Run 1, PDN straps and rails:
Scale bar: 50 um. Pins as bars on the die edge. Tap cells in grey.
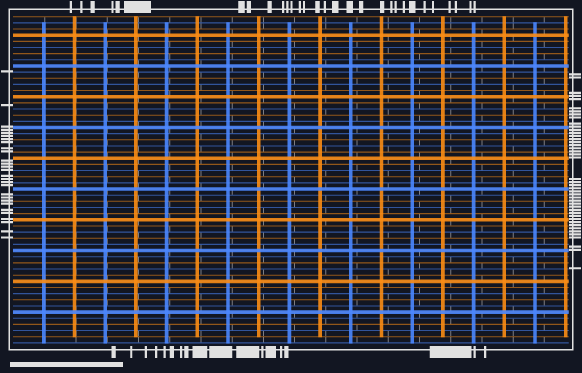
Run 1, placement by cell class:
Scale bar: 50 um.
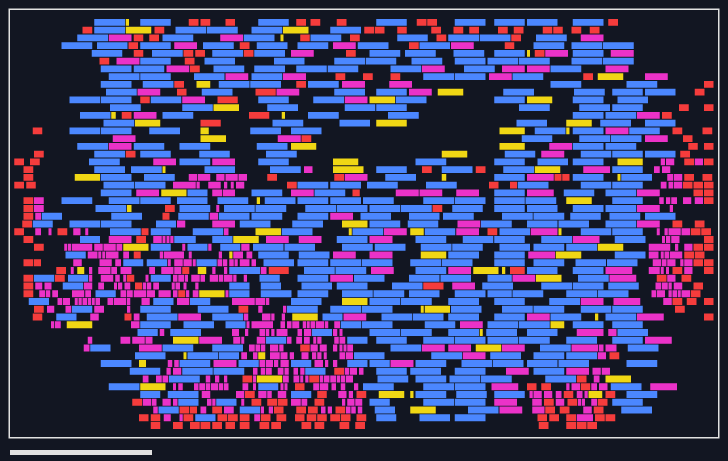
Run 1, clock network drawn from the DEF:
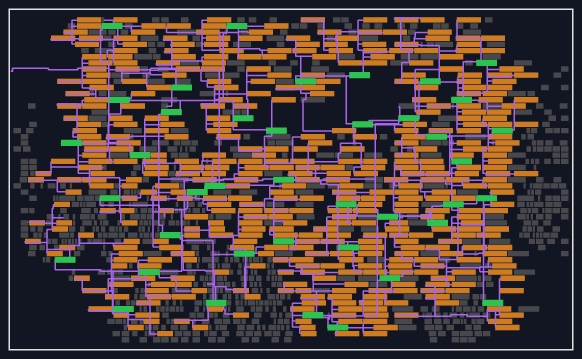
Run 1, metal layers overlaid:
Scale bar: 50 um. Only two layers are drawn.
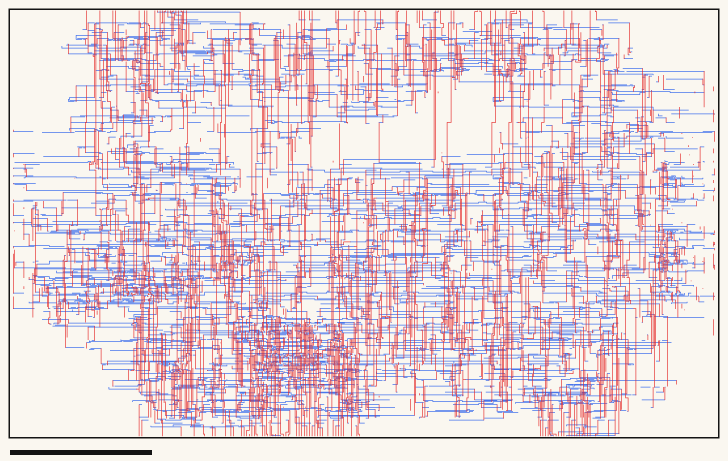
### src/rtl/ifetch_pkg.sv
// Shared types and constants for the instruction fetch stage.
package ifetch_pkg;

  localparam int unsigned XLEN = 32;
  localparam logic [XLEN-1:0] RESET_PC_DEFAULT = 32'hBFC0_0000;

  typedef enum logic [1:0] {
    S_IDLE  = 2'd0,
    S_FETCH = 2'd1,
    S_FLUSH = 2'd2
  } fetch_state_t;

  // Buffered instruction as presented to decode.
  typedef struct packed {
    logic [XLEN-1:0] pc;
    logic [XLEN-1:0] word;
  } fetch_entry_t;

  // Sequential PC advance; wraps modulo 2^32.
  function automatic logic [XLEN-1:0] pc_advance(input logic [XLEN-1:0] pc,
                                                 input logic [XLEN-1:0] step);
    return pc + step;
  endfunction

endpackage

### src/rtl/ifetch_if.sv
// Fetch-stage bus bundle: redirect input, imem request/response, decode handshake.
interface ifetch_if;
  import ifetch_pkg::*;

  logic [XLEN-1:0] new_pc;
  logic            new_pc_valid;
  logic            imem_req;
  logic [XLEN-1:0] imem_addr;
  logic            imem_ack;
  logic            imem_rvalid;
  logic [XLEN-1:0] imem_rdata;
  logic            inst_valid;
  logic [XLEN-1:0] inst_word;
  logic [XLEN-1:0] inst_pc;
  logic [XLEN-1:0] inst_pc_plus_8;
  logic            id_ready;

  modport master (
    input  new_pc, new_pc_valid, imem_ack, imem_rvalid, imem_rdata, id_ready,
    output imem_req, imem_addr, inst_valid, inst_word, inst_pc, inst_pc_plus_8
  );

  modport slave (
    output new_pc, new_pc_valid, imem_ack, imem_rvalid, imem_rdata, id_ready,
    input  imem_req, imem_addr, inst_valid, inst_word, inst_pc, inst_pc_plus_8
  );

endinterface

### src/rtl/ifetch_fetch_fifo.sv
// Synchronous FIFO with clear, simultaneous push/pop at any occupancy. DEPTH must be a power of two.
module ifetch_fetch_fifo #(
  parameter int unsigned WIDTH = 64,
  parameter int unsigned DEPTH = 4,
  localparam int unsigned PTR_W = (DEPTH > 1) ? $clog2(DEPTH) : 1,
  localparam int unsigned CNT_W = $clog2(DEPTH) + 1
) (
  input  logic             clk_i,
  input  logic             rst_ni,
  input  logic             clr_i,
  input  logic             push_i,
  input  logic [WIDTH-1:0] data_i,
  input  logic             pop_i,
  output logic [WIDTH-1:0] data_o,
  output logic [CNT_W-1:0] count_o,
  output logic             full_o,
  output logic             empty_o
);

  logic [WIDTH-1:0] mem_q [DEPTH];
  logic [PTR_W-1:0] rd_ptr_q, rd_ptr_d;
  logic [PTR_W-1:0] wr_ptr_q, wr_ptr_d;
  logic [CNT_W-1:0] count_q, count_d;
  logic             do_push, do_pop;

  assign empty_o = (count_q == '0);
  assign full_o  = (count_q == CNT_W'(DEPTH));
  assign count_o = count_q;
  assign data_o  = mem_q[rd_ptr_q];
  assign do_pop  = pop_i & ~empty_o;
  // A full FIFO may accept a push only when its head leaves in the same cycle.
  assign do_push = push_i & (~full_o | do_pop);

  // Pointer and occupancy update; clear dominates.
  always_comb begin
    rd_ptr_d = rd_ptr_q;
    wr_ptr_d = wr_ptr_q;
    count_d  = count_q;
    if (clr_i) begin
      rd_ptr_d = '0;
      wr_ptr_d = '0;
      count_d  = '0;
    end else begin
      if (do_pop)  rd_ptr_d = rd_ptr_q + PTR_W'(1);
      if (do_push) wr_ptr_d = wr_ptr_q + PTR_W'(1);
      count_d = count_q + CNT_W'(do_push) - CNT_W'(do_pop);
    end
  end

  // Control registers with synchronous active-low reset.
  always_ff @(posedge clk_i) begin
    if (!rst_ni) begin
      rd_ptr_q <= '0;
      wr_ptr_q <= '0;
      count_q  <= '0;
    end else begin
      rd_ptr_q <= rd_ptr_d;
      wr_ptr_q <= wr_ptr_d;
      count_q  <= count_d;
    end
  end

  // Storage array; contents are don't-care until written.
  always_ff @(posedge clk_i) begin
    if (do_push && !clr_i) mem_q[wr_ptr_q] <= data_i;
  end

endmodule

### src/rtl/ifetch.sv
// MIPS instruction fetch stage: owns the PC, issues credit-limited imem requests,
// buffers responses for decode and handles execute-stage redirects.
// Optional macro IF_STATS_EN adds saturating fetched/dropped/redirect counters.
module ifetch
  import ifetch_pkg::*;
#(
  parameter logic [XLEN-1:0] RESET_PC        = RESET_PC_DEFAULT,
  parameter int unsigned     FIFO_DEPTH      = 4,
  parameter int unsigned     MAX_OUTSTANDING = 2
) (
  input  logic        clock,
  input  logic        reset_n,
  ifetch_if.master    bus
`ifdef IF_STATS_EN
  ,
  output logic [31:0] stat_fetched,
  output logic [31:0] stat_dropped,
  output logic [31:0] stat_redirects
`endif
);

  localparam int unsigned OUT_W = $clog2(MAX_OUTSTANDING + 1);
  localparam int unsigned CNT_W = $clog2(FIFO_DEPTH) + 1;
  localparam int unsigned ENT_W = $bits(fetch_entry_t);

  fetch_state_t    state_q, state_d;
  logic [XLEN-1:0] pc_q, pc_d;
  logic [OUT_W-1:0] out_q, out_d;
  logic [OUT_W-1:0] drop_q, drop_d;

  logic             redirect, resp, accept, resp_keep, pop;
  logic             imem_req_c, inst_valid_c;
  fetch_entry_t     push_entry, head;
  logic [CNT_W-1:0] inst_count, tag_count;
  logic             inst_full, inst_empty, tag_full, tag_empty;
  logic [XLEN-1:0]  tag_pc;

  assign redirect  = bus.new_pc_valid;
  assign resp      = bus.imem_rvalid;
  assign imem_req_c = (state_q != S_IDLE)
                    & (out_q < OUT_W'(MAX_OUTSTANDING))
                    & ((32'(inst_count) + 32'(out_q)) < 32'(FIFO_DEPTH))
                    & ~redirect;
  assign accept    = imem_req_c & bus.imem_ack;
  // Responses to pre-redirect requests, or arriving in a redirect cycle, are discarded.
  assign resp_keep = resp & (drop_q == '0) & ~redirect;
  assign inst_valid_c = ~inst_empty & ~redirect;
  assign pop       = inst_valid_c & bus.id_ready;

  assign push_entry.pc   = tag_pc;
  assign push_entry.word = bus.imem_rdata;

  assign bus.imem_req       = imem_req_c;
  assign bus.imem_addr      = pc_q;
  assign bus.inst_valid     = inst_valid_c;
  assign bus.inst_word      = head.word;
  assign bus.inst_pc        = head.pc;
  assign bus.inst_pc_plus_8 = pc_advance(head.pc, 32'd8);

  // PC tags of accepted requests, matched in order to surviving responses.
  ifetch_fetch_fifo #(.WIDTH(XLEN), .DEPTH(FIFO_DEPTH)) u_tag_q (
    .clk_i   (clock),
    .rst_ni  (reset_n),
    .clr_i   (redirect),
    .push_i  (accept),
    .data_i  (pc_q),
    .pop_i   (resp_keep),
    .data_o  (tag_pc),
    .count_o (tag_count),
    .full_o  (tag_full),
    .empty_o (tag_empty)
  );

  // Instruction buffer toward decode.
  ifetch_fetch_fifo #(.WIDTH(ENT_W), .DEPTH(FIFO_DEPTH)) u_inst_q (
    .clk_i   (clock),
    .rst_ni  (reset_n),
    .clr_i   (redirect),
    .push_i  (resp_keep),
    .data_i  (push_entry),
    .pop_i   (pop),
    .data_o  (head),
    .count_o (inst_count),
    .full_o  (inst_full),
    .empty_o (inst_empty)
  );

  logic unused_fifo_flags;
  assign unused_fifo_flags = ^{tag_count, tag_full, tag_empty, inst_full};

  // Next-state: PC, outstanding credit, drop counter and FSM.
  always_comb begin
    state_d = state_q;
    pc_d    = pc_q;
    out_d   = out_q + OUT_W'(accept) - OUT_W'(resp);
    drop_d  = drop_q;
    if (accept) pc_d = pc_advance(pc_q, 32'd4);
    if (redirect) begin
      pc_d   = bus.new_pc;
      drop_d = out_d;
    end else if (resp && (drop_q != '0)) begin
      drop_d = drop_q - OUT_W'(1);
    end
    case (state_q)
      S_IDLE:  state_d = S_FETCH;
      S_FETCH: if (redirect && (out_d != '0)) state_d = S_FLUSH;
      S_FLUSH: if (drop_d == '0) state_d = S_FETCH;
      default: state_d = S_IDLE;
    endcase
  end

  // State registers with synchronous active-low reset.
  always_ff @(posedge clock) begin
    if (!reset_n) begin
      state_q <= S_IDLE;
      pc_q    <= RESET_PC;
      out_q   <= '0;
      drop_q  <= '0;
    end else begin
      state_q <= state_d;
      pc_q    <= pc_d;
      out_q   <= out_d;
      drop_q  <= drop_d;
    end
  end

`ifdef IF_STATS_EN
  logic [31:0] fetched_q, dropped_q, redirects_q;

  // Saturating event counters.
  always_ff @(posedge clock) begin
    if (!reset_n) begin
      fetched_q   <= '0;
      dropped_q   <= '0;
      redirects_q <= '0;
    end else begin
      if (resp_keep && (fetched_q != '1))          fetched_q   <= fetched_q + 32'd1;
      if (resp && !resp_keep && (dropped_q != '1)) dropped_q   <= dropped_q + 32'd1;
      if (redirect && (redirects_q != '1))         redirects_q <= redirects_q + 32'd1;
    end
  end

  assign stat_fetched   = fetched_q;
  assign stat_dropped   = dropped_q;
  assign stat_redirects = redirects_q;
`endif

endmodule

### src/flat_wrapper.sv
// flat-port wrapper written by rule: the top's interface ports become plain ports
module ifetch_flat import ifetch_pkg::*;
#(
  parameter logic [XLEN-1:0] RESET_PC        = RESET_PC_DEFAULT,
  parameter int unsigned     FIFO_DEPTH      = 4,
  parameter int unsigned     MAX_OUTSTANDING = 2
)
  (clock, reset_n, bus_new_pc, bus_new_pc_valid, bus_imem_ack, bus_imem_rvalid, bus_imem_rdata, bus_id_ready, bus_imem_req, bus_imem_addr, bus_inst_valid, bus_inst_word, bus_inst_pc, bus_inst_pc_plus_8);
  ifetch_if bus_i ();
  input  logic clock;
  input  logic reset_n;
  input wire logic [$bits(bus_i.new_pc)-1:0] bus_new_pc;
  input wire logic [$bits(bus_i.new_pc_valid)-1:0] bus_new_pc_valid;
  input wire logic [$bits(bus_i.imem_ack)-1:0] bus_imem_ack;
  input wire logic [$bits(bus_i.imem_rvalid)-1:0] bus_imem_rvalid;
  input wire logic [$bits(bus_i.imem_rdata)-1:0] bus_imem_rdata;
  input wire logic [$bits(bus_i.id_ready)-1:0] bus_id_ready;
  output wire logic [$bits(bus_i.imem_req)-1:0] bus_imem_req;
  output wire logic [$bits(bus_i.imem_addr)-1:0] bus_imem_addr;
  output wire logic [$bits(bus_i.inst_valid)-1:0] bus_inst_valid;
  output wire logic [$bits(bus_i.inst_word)-1:0] bus_inst_word;
  output wire logic [$bits(bus_i.inst_pc)-1:0] bus_inst_pc;
  output wire logic [$bits(bus_i.inst_pc_plus_8)-1:0] bus_inst_pc_plus_8;
  assign bus_i.new_pc = bus_new_pc;
  assign bus_i.new_pc_valid = bus_new_pc_valid;
  assign bus_i.imem_ack = bus_imem_ack;
  assign bus_i.imem_rvalid = bus_imem_rvalid;
  assign bus_i.imem_rdata = bus_imem_rdata;
  assign bus_i.id_ready = bus_id_ready;
  assign bus_imem_req = bus_i.imem_req;
  assign bus_imem_addr = bus_i.imem_addr;
  assign bus_inst_valid = bus_i.inst_valid;
  assign bus_inst_word = bus_i.inst_word;
  assign bus_inst_pc = bus_i.inst_pc;
  assign bus_inst_pc_plus_8 = bus_i.inst_pc_plus_8;
  ifetch #(.RESET_PC(RESET_PC), .FIFO_DEPTH(FIFO_DEPTH), .MAX_OUTSTANDING(MAX_OUTSTANDING)) u_core (.clock(clock), .reset_n(reset_n), .bus(bus_i));
endmodule
### config.mk
export PLATFORM = sky130hd
export DESIGN_NAME = ifetch_flat
export DESIGN_NICKNAME = d
export VERILOG_FILES = /design/src/rtl/ifetch_pkg.sv /design/src/rtl/ifetch_if.sv /design/src/rtl/ifetch_fetch_fifo.sv /design/src/rtl/ifetch.sv /design/src/flat_wrapper.sv
export SDC_FILE = /design/constraint.sdc
export NUM_CORES = 1
export LEC_CHECK = 0
export CAP_MARGIN = 20
export CORE_ASPECT_RATIO = 0.6
export CORE_UTILIZATION = 48
export DETAILED_ROUTE_END_ITERATION = 6
export PLACE_DENSITY = 0.79
export SKIP_LAST_GASP = 1
export SLEW_MARGIN = 20
export SYNTH_ARGS = -nofsm -noshare
export SYNTH_HDL_FRONTEND = slang
export SYNTH_SLANG_ARGS = --single-unit
### constraint.sdc
create_clock -name clock -period 4.2 [get_ports clock]
set_input_delay 0.42 -clock clock [delete_from_list [all_inputs] [get_ports clock]]
set_output_delay 0.42 -clock clock [all_outputs]
set_load 0.01 [all_outputs]
==> results.py, run 1 <==
# Physical implementation metrics
metrics = {
    "outcome": {
        "status": "finished clean",
    },
    "critical_path": {
        "start_kind": "register",
        "crit_slowest_cell": "mux4_1",
        "worstPathRequired_ns": 3.78,
        "worst_setup_path_end_kind": "output pin",
        "cp_common_cell": "and3_1",
        "cp_data_arrival_time_ns": 3.60,
        "crit_chain": "buf_8 > mux4_1 > and3_1 > and3_1 > nand3_1 > xnor2_1 > clkdlybuf4s50_1",
        "cp_slowest_stage_delay_ns": 0.68,
        "critPathKind": "reg2out",
        "regToRegSetupSlack_ns": 1.40,
    },
    "route": {
        "postRouteAntennaNets": 0,
        "drtIter0Drc": 914,
        "drtPass1Iterations": 6,
        "drt-vias-per-instance": 5.68,
        "drc": 0,
    },
    "finish": {
        "fin_util": 0.603,
        "fill_cells": 2558,
        "comb_area_um2": 4550,
        "regArea_um2": 12700,
        "fin_area_um2": 21400,
        "area_growth_pct": 22.2,
        "stdcell_count": 1663,
        "drive_gt1_frac": 0.151,
    },
    "yosys": {
        "edf_count": 384,
        "yosysTopAreaCellShare": 0.659,
        "common_cells": "edfxtp_1 (384), mux4_2 (81), dfxtp_1 (56)",
        "syn-num-nets": 1032,
        "synthDistinctLibCells": 53,
        "ys_ff": 440,
        "yosys-top-cells-area": "edfxtp_1 (66%), mux4_2 (10%), dfxtp_1 (6.4%), mux4_1 (2.3%), xnor2_1 (1.3%)",
        "yosys_area_um2": 17500,
        "synth_top_cell_by_count": "edfxtp_1",
        "synth.avg_cell_area_um2": 18.5,
        "yosys.area.top_type": "edfxtp_1",
        "ys_seq_frac": 0.723,
        "async_flop_share": 0,
    },
    "sta": {
        "finalSetupTns_ns": 0,
        "fin_skew_ns": 0.0160,
        "worst-slew-pin-transition_ns": 0.795,
        "hold_slack_ns": 0.490,
        "slew_viol_final": 0,
        "fin_crit_ns": 4.02,
        "hold_violations": 0,
        "setup_viol": 0,
        "post-route-period-util": 0.957,
        "rsz0062_at_grt": "false",
        "fin_ws_ns": 0.181,
    },
    "die": {
        "chipArea_um2": 37200,
        "fp_util": 0.494,
        "pin_count": 200,
        "rows": 53,
        "chipHeight_um": 150,
        "core-area_um2": 35400,
    },
    "placement": {
        "place_inst": 1589,
        "hpwl_um": 24100,
        "numPortBuffers": 199,
        "postPlaceCellArea_um2": 20100,
        "gp_congestion": 0.904,
    },
    "clocking": {
        "cts.path.max_buffers": 3,
        "clock_sinks": 440,
        "clk_pin_slew_ns": 0.07,
        "post-cts-setup-buffers": 0,
        "cts-buffers-inserted": 40,
        "h-tree-depth": 2,
        "cts_tree": "yes",
        "cts.repair.resized": 0,
        "postCtsHoldBufs": 0,
    },
    "run": {
        "maxCapViolations": 0,
        "warning_count": 32,
    },
    "pwr": {
        "power_density_nw_per_um2": 436,
        "p_int_mw": 7.29,
        "clock_power_share": 0.380,
        "p_seq_frac": 0.536,
        "ir_drop_mv": 0.259,
        "power_switching_mw": 2.03,
        "power_leakage_nw": 6.90,
        "combPwrFrac": 0.084,
        "total_power_mw": 9.31,
    },
    "global_routing": {
        "antenna_found_initial": 2,
        "grt_max_degree": 53,
        "grt_pass1_wl_um": 57200,
        "track_usage": 0.202,
    },
}
Back to the opening pictures, 'PDN straps and rails':
Blue shows VSS. Orange shows VDD.
18 straps on met4. 467 tap cells. 200 signal pins sit on the boundary.

Back to the opening pictures, 'placement by cell class':
Magenta shows remaining logic cells, cells 463. Yellow shows clock drivers and dummy loads, cells 72. Red shows remaining buffers and delay cells, cells 220. Blue shows sequential cells, cells 440.

Back to the opening pictures, 'clock network drawn from the DEF':
Orange shows flip-flops, count 440. Green shows clock-net drivers, count 40. Purple shows clock wires, length 4830 um.
There are 41 routed clock nets.

Back to the opening pictures, 'metal layers overlaid':
Blue shows M1, wire length 17100 um. Red shows M2, wire length 16800 um.
WL/cell: 22.4 um
via count: 9438
final wirelength: 37300 um

[run 1: critical path, delay by kind of cell, from the launching register on]
kind | cells | cell delay [ns]
AND/OR/NAND/NOR | 3 | 0.83
flip-flops | 1 | 0.51
XOR/XNOR | 1 | 0.22
multiplexers | 1 | 0.68
buffers and inverters | 2 | 0.81
[run 1: registers in the layout, summed over array words and instances, names as in the netlist, named ones only]
signal,cells
u_core.u_tag_q.wr_ptr_q,2
u_core.u_tag_q.count_o,3
u_core.state_q,2
u_core.u_tag_q.mem_q,128
u_core.u_inst_q.rd_ptr_q,2
u_core.drop_q,2
u_core.bus.imem_addr,32
u_core.u_tag_q.rd_ptr_q,2
u_core.u_inst_q.count_o,3
u_core.u_inst_q.mem_q,256
u_core.u_inst_q.wr_ptr_q,2
u_core.out_q,2
[run 1: logic make-up (layout without fill, tap and decap cells)]
group	after synthesis	count (layout)	share of synthesized area
fa+ha+maj	18	18	0.0137
xor+xnor	48	48	0.0240
other cells	0	1	0
flops	440	440	0.723
mux	103	103	0.131
simple gates	194	194	0.0617
compound gates	81	81	0.0293
buf+inv	60	311	0.0168
[run 1: routing by layer]
layer  share of wire  global-route usage  vias to the layer above  wire (um)
li1                -                   -                     4220          -
met1            0.46               0.295                     4797      17100
met2            0.45               0.311                      362      16800
met3           0.070              0.0412                       59       2610
met4           0.021              0.0537                        0        783
met5               0                   0                        -          0
[run 1: path summary, 6_finish.rpt]
path                            cells after the start                        end                        from
worst max-delay path                                7     bus_inst_pc_plus_8[31]                    register
worst min-delay path                                2    u_core.bus.imem_addr[9]               bus_new_pc[9]
worst max register to register                     11  u_core.u_tag_q.count_o[2]  u_core.u_inst_q.count_o[1]
worst min register to register                      2          u_core.state_q[0]           u_core.state_q[0]
[run 1: cell type report]
cell class,instances,share of cell area
Sequential cell,440,0.593
Multi-Input combinational cell,444,0.213
Timing Repair Buffer,220,0.104
Clock buffer,57,0.0527
Tap cell,467,0.0273
Clock inverter,15,0.00627
Inverter,19,0.00334
Antenna cell,1,0.000117
[run 1: layout by cell type (no fill, tap or decap), types with 16 or more instances in the layout]
cell type and n:
a21oi_1 16, clkbuf_16 41, clkdlybuf4s50_1 199, dfxtp_1 53, edfxtp_1 384, ha_1 16
inv_1 19, mux4_2 81, nand2_1 36, nand3_1 23, nor2_1 40, o21ai_0 29
xnor2_1 25, xor2_1 23
[run 1: power by group through the flow]
stage	Sequential [mW]	Combinational (mW)	Clock [mW]
floorplan	5.06	0.376	0
global placement	5.07	0.771	0
detailed placement	5.08	0.783	0
CTS	4.99	0.789	3.60
global route	5.00	0.844	3.77
finish	4.99	0.785	3.54
Run 1, placed standard cells:
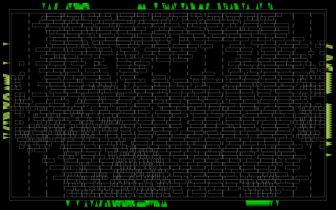

==> inputs of run 2 (changes only) <==
--- a/config.mk
+++ b/config.mk
@@ -9,7 +9,9 @@
 export CORE_ASPECT_RATIO = 0.6
 export CORE_UTILIZATION = 48
 export DETAILED_ROUTE_END_ITERATION = 6
+export HOLD_SLACK_MARGIN = 0.03
 export PLACE_DENSITY = 0.79
+export RECOVER_POWER = 100
 export SKIP_LAST_GASP = 1
 export SLEW_MARGIN = 20
 export SYNTH_ARGS = -nofsm -noshare
Run 2, placed standard cells:
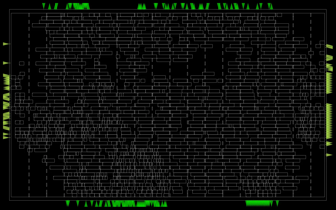
fraction of area in registers: 0.596
tap cells: 467
core box area: 35400 um^2
fill cell count: 2577
Final Util: 0.600

==> results.py, run 2 <==
# Physical implementation metrics
metrics = {
    "finish": {
        "mostFrequentLayoutCell": "edfxtp_1",
        "largest_reg_flops": 256,
        "layout.nets": 1253,
        "area_growth_pct": 21.5,
        "drive_gt1_frac": 0.140,
        "regMostFlops": "u_core.u_inst_q.mem_q",
        "comb_area_um2": 4520,
        "stdcell_count": 1663,
        "most-common-layout-cells": "edfxtp_1 (384), dlygate4sd3_1 (152), mux4_2 (81)",
        "fin_area_um2": 21200,
        "regArea_um2": 12700,
    },
    "yosys": {
        "syn-num-nets": 1032,
        "yosys-top-cells-area": "edfxtp_1 (66%), mux4_2 (10%), dfxtp_1 (6.4%), mux4_1 (2.3%), xnor2_1 (1.3%)",
        "ys_seq_frac": 0.723,
        "synth_top_cell_by_count": "edfxtp_1",
        "synth.avg_cell_area_um2": 18.5,
        "async_flop_share": 0,
        "synthDistinctLibCells": 53,
        "yosys_cells": 944,
        "edf_count": 384,
        "yosys.area.top_type": "edfxtp_1",
        "ys_ff": 440,
        "common_cells": "edfxtp_1 (384), mux4_2 (81), dfxtp_1 (56)",
        "synth_warnings": 0,
        "ff_type": "edfxtp_1",
        "yosysTopAreaCellShare": 0.659,
        "yosys_area_um2": 17500,
        "synthCells": 944,
        "syn_area_um2": 17500,
    },
    "clocking": {
        "cts_tree": "yes",
        "cts.path.max_buffers": 3,
        "clk_pin_slew_ns": 0.07,
        "h-tree-depth": 2,
        "clkLatencyLatePin_ns": 0.54,
        "clockRootBuffer": "clkbuf_16",
        "cts.repair.resized": 0,
        "postCtsHoldBufs": 0,
        "post-cts-setup-buffers": 0,
        "clock_sinks": 440,
        "cts-buffers-inserted": 40,
    },
    "sta": {
        "worst-slew-pin-transition_ns": 1.90,
        "hold_slack_ns": 0.485,
        "rsz0062_at_grt": "false",
        "slew_viol_final": 126,
        "post-route-period-util": 0.949,
        "fmax_mhz": 251,
        "fin_ws_ns": 0.213,
        "slew_headroom": -0.265,
        "setup_viol": 0,
        "hold_violations": 0,
        "fin_skew_ns": 0.0186,
        "fin_crit_ns": 3.99,
        "finalSetupTns_ns": 0,
    },
    "placement": {
        "numPortBuffers": 199,
        "hpwl_um": 24100,
        "pre_cts_ws_ns": 0.579,
        "postPlaceCellArea_um2": 20100,
        "place_inst": 1589,
        "gp_congestion": 0.904,
    },
    "global_routing": {
        "track_usage": 0.202,
        "grt_pass1_vias": 9637,
        "grt_overflow_total": 0,
        "antenna_found_initial": 2,
        "grt_pass1_wl_um": 57200,
        "grt_max_degree": 53,
    },
    "critical_path": {
        "worst-path-max-fanout": 13,
        "worst_setup_path_end_kind": "output pin",
        "cp_data_arrival_time_ns": 3.57,
        "start_kind": "register",
        "critPathKind": "reg2out",
        "worstPathRequired_ns": 3.78,
    },
    "outcome": {
        "violations": "capacitance limit, slew limit",
        "status": "complete, but fails checks",
    },
    "die": {
        "fp_util": 0.494,
        "pin_count": 200,
        "chipHeight_um": 150,
        "die_w_um": 248,
        "chipArea_um2": 37200,
        "rows": 53,
    },
    "run": {
        "warning_count": 32,
        "maxCapViolations": 4,
    },
    "pwr": {
        "power_density_nw_per_um2": 436,
        "ir_drop_mv": 0.259,
        "power_leakage_nw": 6.91,
    },
    "route": {
        "drt-vias-per-instance": 5.67,
        "drc": 0,
        "drtIter0Drc": 847,
        "routedWlPerCell_um": 22.5,
        "postRouteAntennaNets": 0,
        "routed-via-count": 9432,
        "drtPass1Iterations": 5,
        "wirelength_um": 37400,
    },
    "min_path": {
        "hold_path_class": "in2reg",
    },
}
[run 2: final cells by class]
type,count,area share
diodes,1,0.000118
clock inverters,15,0.00630
repair buffers,220,0.101
multi-input cells,444,0.213
well taps,467,0.0275
clock buffers,57,0.0530
flip-flops and latches,440,0.596
inverters,19,0.00336
[run 2: kinds of logic (layout without fill, tap and decap cells)]
kind of cell	after synthesis	in the layout	synth area share
AOI/OAI and AO/OA	81	81	0.0293
xor gates and xnor gates	48	48	0.0240
adders and majority gates	18	18	0.0137
buffers and inverters	60	311	0.0168
DFF	440	440	0.723
muxes	103	103	0.131
other	0	1	0
and+or+nand+nor	194	194	0.0617
[run 2: routing by layer]
| layer | routed length (um) | vias to the layer above | track usage |
|---|---|---|---|
| li1 | - | 4217 | - |
| met2 | 16900 | 381 | 0.311 |
| met1 | 17000 | 4775 | 0.295 |
| met4 | 807 | 0 | 0.0537 |
| met5 | 0 | - | 0 |
| met3 | 2670 | 59 | 0.0412 |
[run 2: power breakdown]
| part | switching, mW | internal [mW] |
|---|---|---|
| clock network | 1.55 | 2.00 |
| registers | 0.0955 | 4.90 |
| logic | 0.384 | 0.346 |
[run 2: critical path: stages (launching register included)]
cell	delay [ns]
dfxtp_4	0.51
buf_8	0.22
mux4_1	0.68
and3_1	0.26
and3_1	0.28
nand3_1	0.28
xnor2_1	0.21
clkdlybuf4s50_1	0.59
[run 2: path summary, 6_finish.rpt]
check	end	slack (ns)	from	cells after the start
max reg2reg	u_core.bus.imem_addr[21]	0.41	u_core.u_inst_q.count_o[1]	9
min	u_core.bus.imem_addr[9]	0.48	bus_new_pc[9]	2
min reg2reg	u_core.state_q[0]	0.52	u_core.state_q[0]	2
max	bus_inst_pc_plus_8[31]	0.21	register	7
[run 2: metrics by stage]
| stage | power [mW] | utilization |
|---|---|---|
| global route | 9.56 | 0.600 |
| floorplan | 5.44 | - |
| global placement | 5.84 | 0.567 |
| detailed placement | 5.87 | 0.567 |
| finish | 9.26 | 0.600 |
| CTS | 9.38 | 0.603 |
Run 2, metal layers overlaid:
Scale bar: 50 um. Only two layers are drawn.
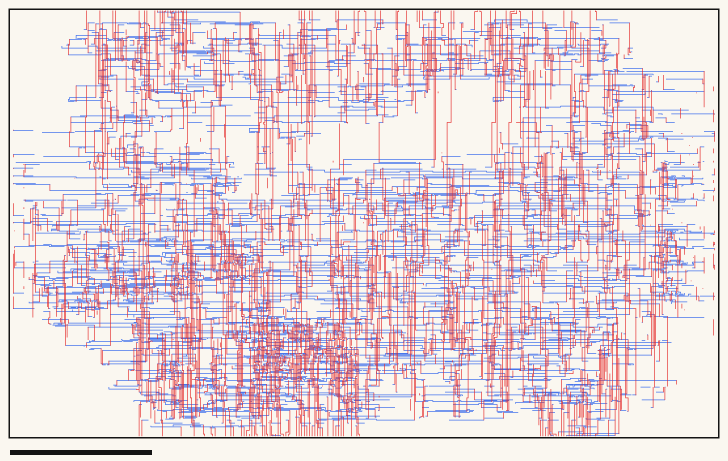

==> inputs of run 3 (changes only) <==
--- a/config.mk
+++ b/config.mk
@@ -7,11 +7,13 @@
 export LEC_CHECK = 0
 export CAP_MARGIN = 20
 export CORE_ASPECT_RATIO = 0.6
+export CORE_MARGIN = 1
 export CORE_UTILIZATION = 48
 export DETAILED_ROUTE_END_ITERATION = 6
 export HOLD_SLACK_MARGIN = 0.03
 export PLACE_DENSITY = 0.79
 export RECOVER_POWER = 100
+export SETUP_SLACK_MARGIN = 0.3
 export SKIP_LAST_GASP = 1
 export SLEW_MARGIN = 20
 export SYNTH_ARGS = -nofsm -noshare
Run 3, metal layers overlaid:
Scale bar: 50 um. Only two layers are drawn.
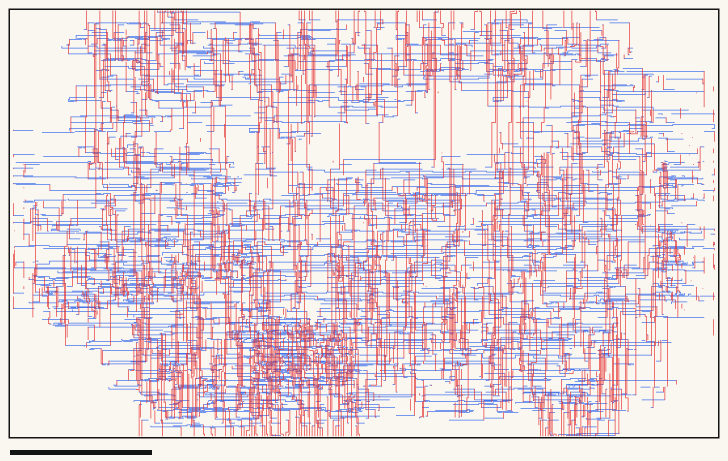
Red shows M2, wire length 16700 um. Blue shows M1, wire length 17100 um.

==> results.py, run 3 <==
# Physical implementation metrics
metrics = {
    "sta": {
        "rsz0062_at_grt": "true",
        "hold_slack_ns": 0.487,
        "worst-slew-pin-transition_ns": 1.91,
        "slew_viol_final": 126,
        "setup_viol": 0,
        "fmax_mhz": 255,
        "fin_skew_ns": 0.0181,
        "fin_crit_ns": 3.92,
        "slew_headroom": -0.273,
        "post-route-period-util": 0.932,
        "hold_violations": 0,
        "fin_ws_ns": 0.285,
        "finalSetupTns_ns": 0,
    },
    "finish": {
        "fill_cells": 2570,
        "area_growth_pct": 21.8,
        "layout.nets": 1255,
        "most-common-layout-cells": "edfxtp_1 (384), dlygate4sd3_1 (154), mux4_2 (81)",
        "largest_reg_flops": 256,
        "mostFrequentLayoutCell": "edfxtp_1",
        "drive_gt1_frac": 0.143,
        "regMostFlops": "u_core.u_inst_q.mem_q",
        "fin_util": 0.601,
    },
    "yosys": {
        "synthCells": 944,
        "yosys_cells": 944,
        "syn_area_um2": 17500,
        "yosys_area_um2": 17500,
        "synth_top_cell_by_count": "edfxtp_1",
        "ys_seq_frac": 0.723,
        "yosys.area.top_type": "edfxtp_1",
        "yosysTopAreaCellShare": 0.659,
        "async_flop_share": 0,
        "synth.avg_cell_area_um2": 18.5,
        "ff_type": "edfxtp_1",
        "common_cells": "edfxtp_1 (384), mux4_2 (81), dfxtp_1 (56)",
        "edf_count": 384,
        "synthDistinctLibCells": 53,
        "ys_ff": 440,
        "yosys-top-cells-area": "edfxtp_1 (66%), mux4_2 (10%), dfxtp_1 (6.4%), mux4_1 (2.3%), xnor2_1 (1.3%)",
        "synth_warnings": 0,
        "syn-num-nets": 1032,
    },
    "placement": {
        "numPortBuffers": 199,
        "gp_congestion": 0.904,
        "pre_cts_ws_ns": 0.579,
        "hpwl_um": 24100,
    },
    "critical_path": {
        "start_kind": "register",
        "cp_data_arrival_time_ns": 3.50,
        "worst-path-max-fanout": 11,
        "critPathKind": "reg2out",
        "r2r_cells": 9,
        "regToRegSetupSlack_ns": 0.39,
        "cp_slowest_stage_delay_ns": 0.61,
        "worst_setup_path_end_kind": "output pin",
        "crit_slowest_cell": "nor3_2",
        "crit_chain": "buf_12 > buf_8 > mux4_2 > nand3_2 > nor3_2 > nand2_4 > nor4_2 > xor2_1 > clkdlybuf4s50_1",
        "worstReg2RegStart": "u_core.u_inst_q.count_o[1]",
        "crit_end": "bus_inst_pc_plus_8[24]",
        "timing.rr.end": "u_core.bus.imem_addr[6]",
        "worstPathRequired_ns": 3.78,
    },
    "route": {
        "routed-via-count": 9464,
        "drtPass1Iterations": 5,
        "wirelength_um": 37300,
        "drc": 0,
        "postRouteAntennaNets": 0,
        "drtIter0Drc": 903,
        "routedWlPerCell_um": 22.4,
        "drt-vias-per-instance": 5.68,
    },
    "min_path": {
        "hold_path_class": "in2reg",
    },
    "pwr": {
        "power_density_nw_per_um2": 435,
        "power_leakage_nw": 6.93,
        "total_power_mw": 9.26,
        "ir_drop_mv": 0.258,
    },
    "global_routing": {
        "track_usage": 0.203,
        "grt_overflow_total": 0,
        "grt_pass1_vias": 9664,
        "grt_max_degree": 53,
        "grt_pass1_wl_um": 57400,
        "antenna_found_initial": 2,
    },
    "clocking": {
        "clk_pin_slew_ns": 0.07,
        "h-tree-depth": 2,
        "cts-buffers-inserted": 40,
        "cts.path.max_buffers": 3,
        "clkLatencyLatePin_ns": 0.54,
        "clock_sinks": 440,
        "cts_tree": "yes",
        "clockRootBuffer": "clkbuf_16",
    },
    "run": {
        "warning_count": 34,
        "maxCapViolations": 4,
    },
    "die": {
        "die_w_um": 248,
        "rows": 53,
        "fp_util": 0.494,
        "chipArea_um2": 37200,
        "core-area_um2": 35400,
        "pin_count": 200,
        "chipHeight_um": 150,
    },
    "outcome": {
        "violations": "capacitance limit, slew limit",
        "status": "complete, but fails checks",
    },
}
[run 3: cell counts after synthesis]
No cell type changed its count.
[run 3: metrics by stage]
stage / cells / area, um^2
after global routing: 1665 / 21300
after CTS: 1664 / 21400
after floorplan: 944 / 17500
after detailed placement: 1589 / 20100
after global placement: 1589 / 20100
final: 1665 / 21300
[run 3: cell type report]
type                            instances  area [um^2]  share of cell area
Clock inverter                         15          134             0.00629
Sequential cell                       440        12700               0.594
Antenna cell                            1         2.50            0.000118
Multi-Input combinational cell        444         4530               0.213
Clock buffer                           57         1130              0.0529
Tap cell                              467          584              0.0274
Timing Repair Buffer                  222         2190               0.103
Inverter                               19         71.3             0.00335
[run 3: worst min path at each step]
stage          cells past startpoint  slack, ns         startpoint                       to
2_1_floorplan                      2       0.48  u_core.state_q[0]        u_core.state_q[0]
3_3_place_gp                       2       0.50  u_core.state_q[0]        u_core.state_q[0]
3_5_place_dp                       2       0.51  u_core.state_q[0]        u_core.state_q[0]
4_1_cts                            2       0.47      bus_new_pc[9]  u_core.bus.imem_addr[9]
5_1_grt                            2       0.48      bus_new_pc[9]  u_core.bus.imem_addr[9]
6_report                           2       0.49      bus_new_pc[9]  u_core.bus.imem_addr[9]
[run 3: cell families after synthesis]
group           count (synthesis)  synth area share
fa+ha+maj                      18            0.0137
simple gates                  194            0.0617
flops                         440             0.723
buf+inv                        60            0.0168
mux                           103             0.131
compound gates                 81            0.0293
xor+xnor                       48            0.0240
[run 3: worst max-delay path: cells and delay by family, from the launching register on]
family	cells	cell delay (ns)
and+or+nand+nor	4	1.19
xor gates and xnor gates	1	0.17
DFF	1	0.36
buffers and inverters	3	0.83
muxes	1	0.40
[run 3: metal layers]
layer / part of all wire / global-route usage / vias up
met3: 0.072 / 0.0412 / 61
met1: 0.46 / 0.297 / 4811
met2: 0.45 / 0.312 / 365
met5: 0 / 0 / -
li1: - / - / 4227
met4: 0.023 / 0.0537 / 0
[run 3: repair_timing]
action,4_1_cts,5_1_grt
pin swaps,0,2
hold buffers,0,0
gates resized,1,1
endpoints found under the setup margin,4,9
setup buffers,3,0
[run 3: power by group]
part / leakage (nW) / total, mW / switching [mW] / internal (mW)
sequential: 3.94 / 4.99 / 0.0950 / 4.90
combinational: 2.38 / 0.730 / 0.384 / 0.346
clock: 0.606 / 3.54 / 1.54 / 2.00
total: 6.93 / 9.26 / 2.02 / 7.24
No activity file was given, so power comes from the tool's default toggle rates.
